<file path="config.mk">
export PLATFORM = sky130hd
export DESIGN_NAME = i2c_target_rx
export DESIGN_NICKNAME = d
export VERILOG_FILES = /design/src/rtl/i2c_target_rx.sv
export SDC_FILE = /design/constraint.sdc
export NUM_CORES = 1
export LEC_CHECK = 0
export ABC_AREA = 1
export ABC_CLOCK_PERIOD_IN_PS = 3250
export CAP_MARGIN = 10
export CORE_ASPECT_RATIO = 1.1
export CORE_MARGIN = 2
export CORE_UTILIZATION = 27
export CTS_BUF_LIST = sky130_fd_sc_hd__clkbuf_4
export CTS_CLUSTER_SIZE = 10
export DETAILED_ROUTE_END_ITERATION = 8
export GPL_TIMING_DRIVEN = 0
export PLACE_DENSITY = 0.48
export SLEW_MARGIN = 20
export SYNTH_ARGS = -nofsm -noshare
export SYNTH_HDL_FRONTEND = slang
export SYNTH_SLANG_ARGS = --single-unit
export TNS_END_PERCENT = 5
</file>
<file path="constraint.sdc">
create_clock -name CLK -period 3.25 [get_ports CLK]
set_input_delay 0.8125 -clock CLK [delete_from_list [all_inputs] [get_ports CLK]]
set_output_delay 0.8125 -clock CLK [all_outputs]
set_load 0.02 [all_outputs]
</file>
<file path="src/rtl/i2c_target_rx.sv">
`timescale 1ns/1ps
// i2c_target_rx: oversampled write-only I2C target that ACKs ADDR and strobes out each received data byte
module i2c_target_rx #(
  parameter logic [6:0] ADDR = 7'h50
) (
  input  logic       CLK,
  input  logic       rst,
  input  logic       scl_in,
  input  logic       sda_in,
  output logic       sda_oe,
  output logic [7:0] rx_data,
  output logic       rx_valid,
  output logic       start_det,
  output logic       stop_det,
  output logic       busy
);
  typedef enum logic [2:0] {st_idle, st_addr, st_addr_ack, st_data, st_data_ack, st_ignore} state_t;
  state_t state;
  logic [2:0] scl_s, sda_s, cnt;
  logic [6:0] sh;
  logic [7:0] byte_in;
  logic scl_hi, scl_rise, scl_fall, start, stop;
  assign scl_hi   = scl_s[1] & scl_s[2];
  assign scl_rise = scl_s[1] & ~scl_s[2];
  assign scl_fall = ~scl_s[1] & scl_s[2];
  assign start    = scl_hi & sda_s[2] & ~sda_s[1];
  assign stop     = scl_hi & ~sda_s[2] & sda_s[1];
  assign byte_in  = {sh, sda_s[1]};
  always_ff @(posedge CLK) begin
    if (!rst) begin
      scl_s <= 3'b111;
      sda_s <= 3'b111;
    end else begin
      scl_s <= {scl_s[1:0], scl_in};
      sda_s <= {sda_s[1:0], sda_in};
    end
  end
  always_ff @(posedge CLK) begin
    if (!rst) begin
      state     <= st_idle;
      sh        <= '0;
      cnt       <= '0;
      sda_oe    <= 1'b0;
      rx_data   <= '0;
      rx_valid  <= 1'b0;
      start_det <= 1'b0;
      stop_det  <= 1'b0;
      busy      <= 1'b0;
    end else begin
      rx_valid  <= 1'b0;
      start_det <= 1'b0;
      stop_det  <= 1'b0;
      if (start) begin
        state     <= st_addr;
        cnt       <= '0;
        sda_oe    <= 1'b0;
        busy      <= 1'b0;
        start_det <= 1'b1;
      end else if (stop) begin
        state    <= st_idle;
        cnt      <= '0;
        sda_oe   <= 1'b0;
        busy     <= 1'b0;
        stop_det <= 1'b1;
      end else begin
        case (state)
          st_addr, st_data: begin
            if (scl_rise) begin
              sh  <= byte_in[6:0];
              cnt <= cnt + 3'd1;
              if (cnt == 3'd7) begin
                if (state == st_data) begin
                  rx_data  <= byte_in;
                  rx_valid <= 1'b1;
                  state    <= st_data_ack;
                end else begin
                  state <= (sh == ADDR && !sda_s[1]) ? st_addr_ack : st_ignore;
                end
              end
            end
          end
          st_addr_ack, st_data_ack: begin
            if (scl_fall) begin
              sda_oe <= !sda_oe;
              if (sda_oe) begin
                busy  <= 1'b1;
                cnt   <= '0;
                state <= st_data;
              end
            end
          end
          default: ;
        endcase
      end
    end
  end
endmodule

</file>
==> impl_metrics.yaml <==
# flow metrics
final_timing:
  finalClockPeriodUsage_pct: 66.3
  fin_setup_tns_ps: 0
  max_slew_margin_pct: 80.6
  hold_violations: 0
  skew_ps: 9.93
  whs_ps: 429
floorplan:
  fp_util_pct: 28.3
  rows: 26
  ioPinCount: 17
power_and_ir_drop:
  vdd_drop_max_mv: 0.230
  power_frac_seq_pct: 61.1
  p_total_uw: 653
  p_int_uw: 498
  comb_power_uw: 35.7
  p_sw_share_pct: 23.7
  cellLeakagePower_nw: 0.671
  p_per_area_nw_per_um2: 409
  pwr-share-comb_pct: 5.5
  p_sw_uw: 155
  largestPowerGroup: "registers"
clock_network:
  postCtsSetupRepairBufs: 0
  clockRootBuffer: "clkbuf_4"
  ctsResizeCount: 0
  clock-sinks: 32
  postCtsHoldBufs: 0
placement:
  place_ws_ps: 1340
  place_area_um2: 1550
  gp_congestion: 0.824
routing:
  vias: 1038
  first_iter_violations: 37
  viasPerCell: 4.22
  wl_met2_um: 1210
  avgRoutedWirePerCell_um: 10.5
  drt.antenna.violating_nets: 0
  route.met3.wl_um: 90
yosys:
  ys_warn_count: 0
  ys_top_cells_by_count: "nand2_1, dfxtp_1, inv_1, nor2_1, a21oi_1"
  mux_share_pct: 0
  syn_inst: 168
  synthDominantCellAreaShare_pct: 48.3
  top_cells_by_area: "dfxtp_1, nand2_1, a21oi_1, inv_1, nor2_1"
  dominantRegCellSynth: "dfxtp_1"
  synth-edff-count: 0
  ys_seq_share_pct: 48.3
  xor_share_pct: 0
  ys_area_um2: 1330
  yosysUniqueCellTypes: 21
  yosysTopAreaCell: "dfxtp_1"
  synthArstFlopShare_pct: 0
  ys_cells: 168
finish:
  mostFrequentLayoutCell: "nand2_1"
  buf_share_pct: 12.4
  combGateArea_um2: 553
  largest_reg_flops: 8
  largest_class: "flip-flops and latches"
  final_nets: 196
  largest-register: "rx_data"
  most-common-layout-cells: "nand2_1, dfxtp_1, inv_1, nor2_1, a21oi_1"
  n_clock_buffer: 6
  seq_cell_count: 32
  fin_cells: 246
  inv_count: 23
  final_cell_area_um2: 1600
  drive_above_1_share_pct: 16.8
global_routing:
  use_met1_pct: 12.1
  grtUsageMet3_pct: 3.12
  grtUsageMet2_pct: 16.4
  grt_pass1_vias: 1004
worst_setup_path:
  critPathMaxStageDelay_ps: 630
  start_kind: "flop"
  crit_start: "sda_oe"
  cpMaxStageDelayCell: "clkdlybuf4s50_1"
  rr_worst_depth: 7
  cp_max_fo: 5
worst_hold_path:
  min_to: "sda_s[1]"
  hold_depth: 1
run_status:
  status: "finished, final reports clean"
job:
  tool_warnings: 26
**Pin map**

Drawn at 6 px/µm. Pins as bars across the die edge, other pins in gray.
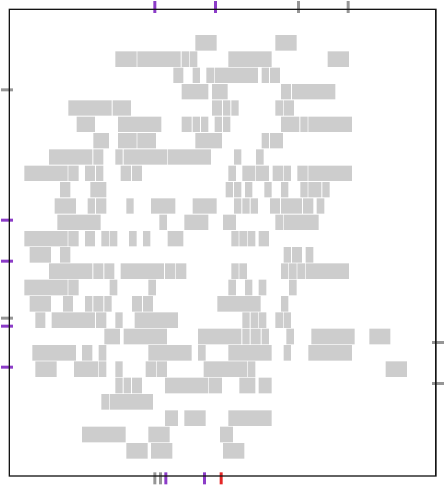
Purple stands for `rx_data`, pins 8, direction output, edge 4 west, 2 south, 2 north. Red stands for `scl_in`, pins 1, direction input, edge south.
All pins by edge: 6 west, 5 south, 4 north, 2 east.
PortBufs: 15
Chip Width: 70.9 µm
Die Height: 77.5 µm

**Sequential cells colored by netlist name**

Drawn at 4 px/µm. Other sequential cells in the stronger gray, the rest of the logic in the fainter gray.
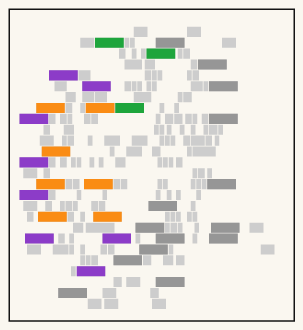
Purple stands for `rx_data`, sequential cells 8. Green stands for `cnt`, sequential cells 3. Orange stands for `sh`, sequential cells 7.
sequential cell area share: 40.1%
register area: 641 µm²
final core occ: 34.1%
Seq. pwr: 399 µW

Power and IR drop assume default switching activity.
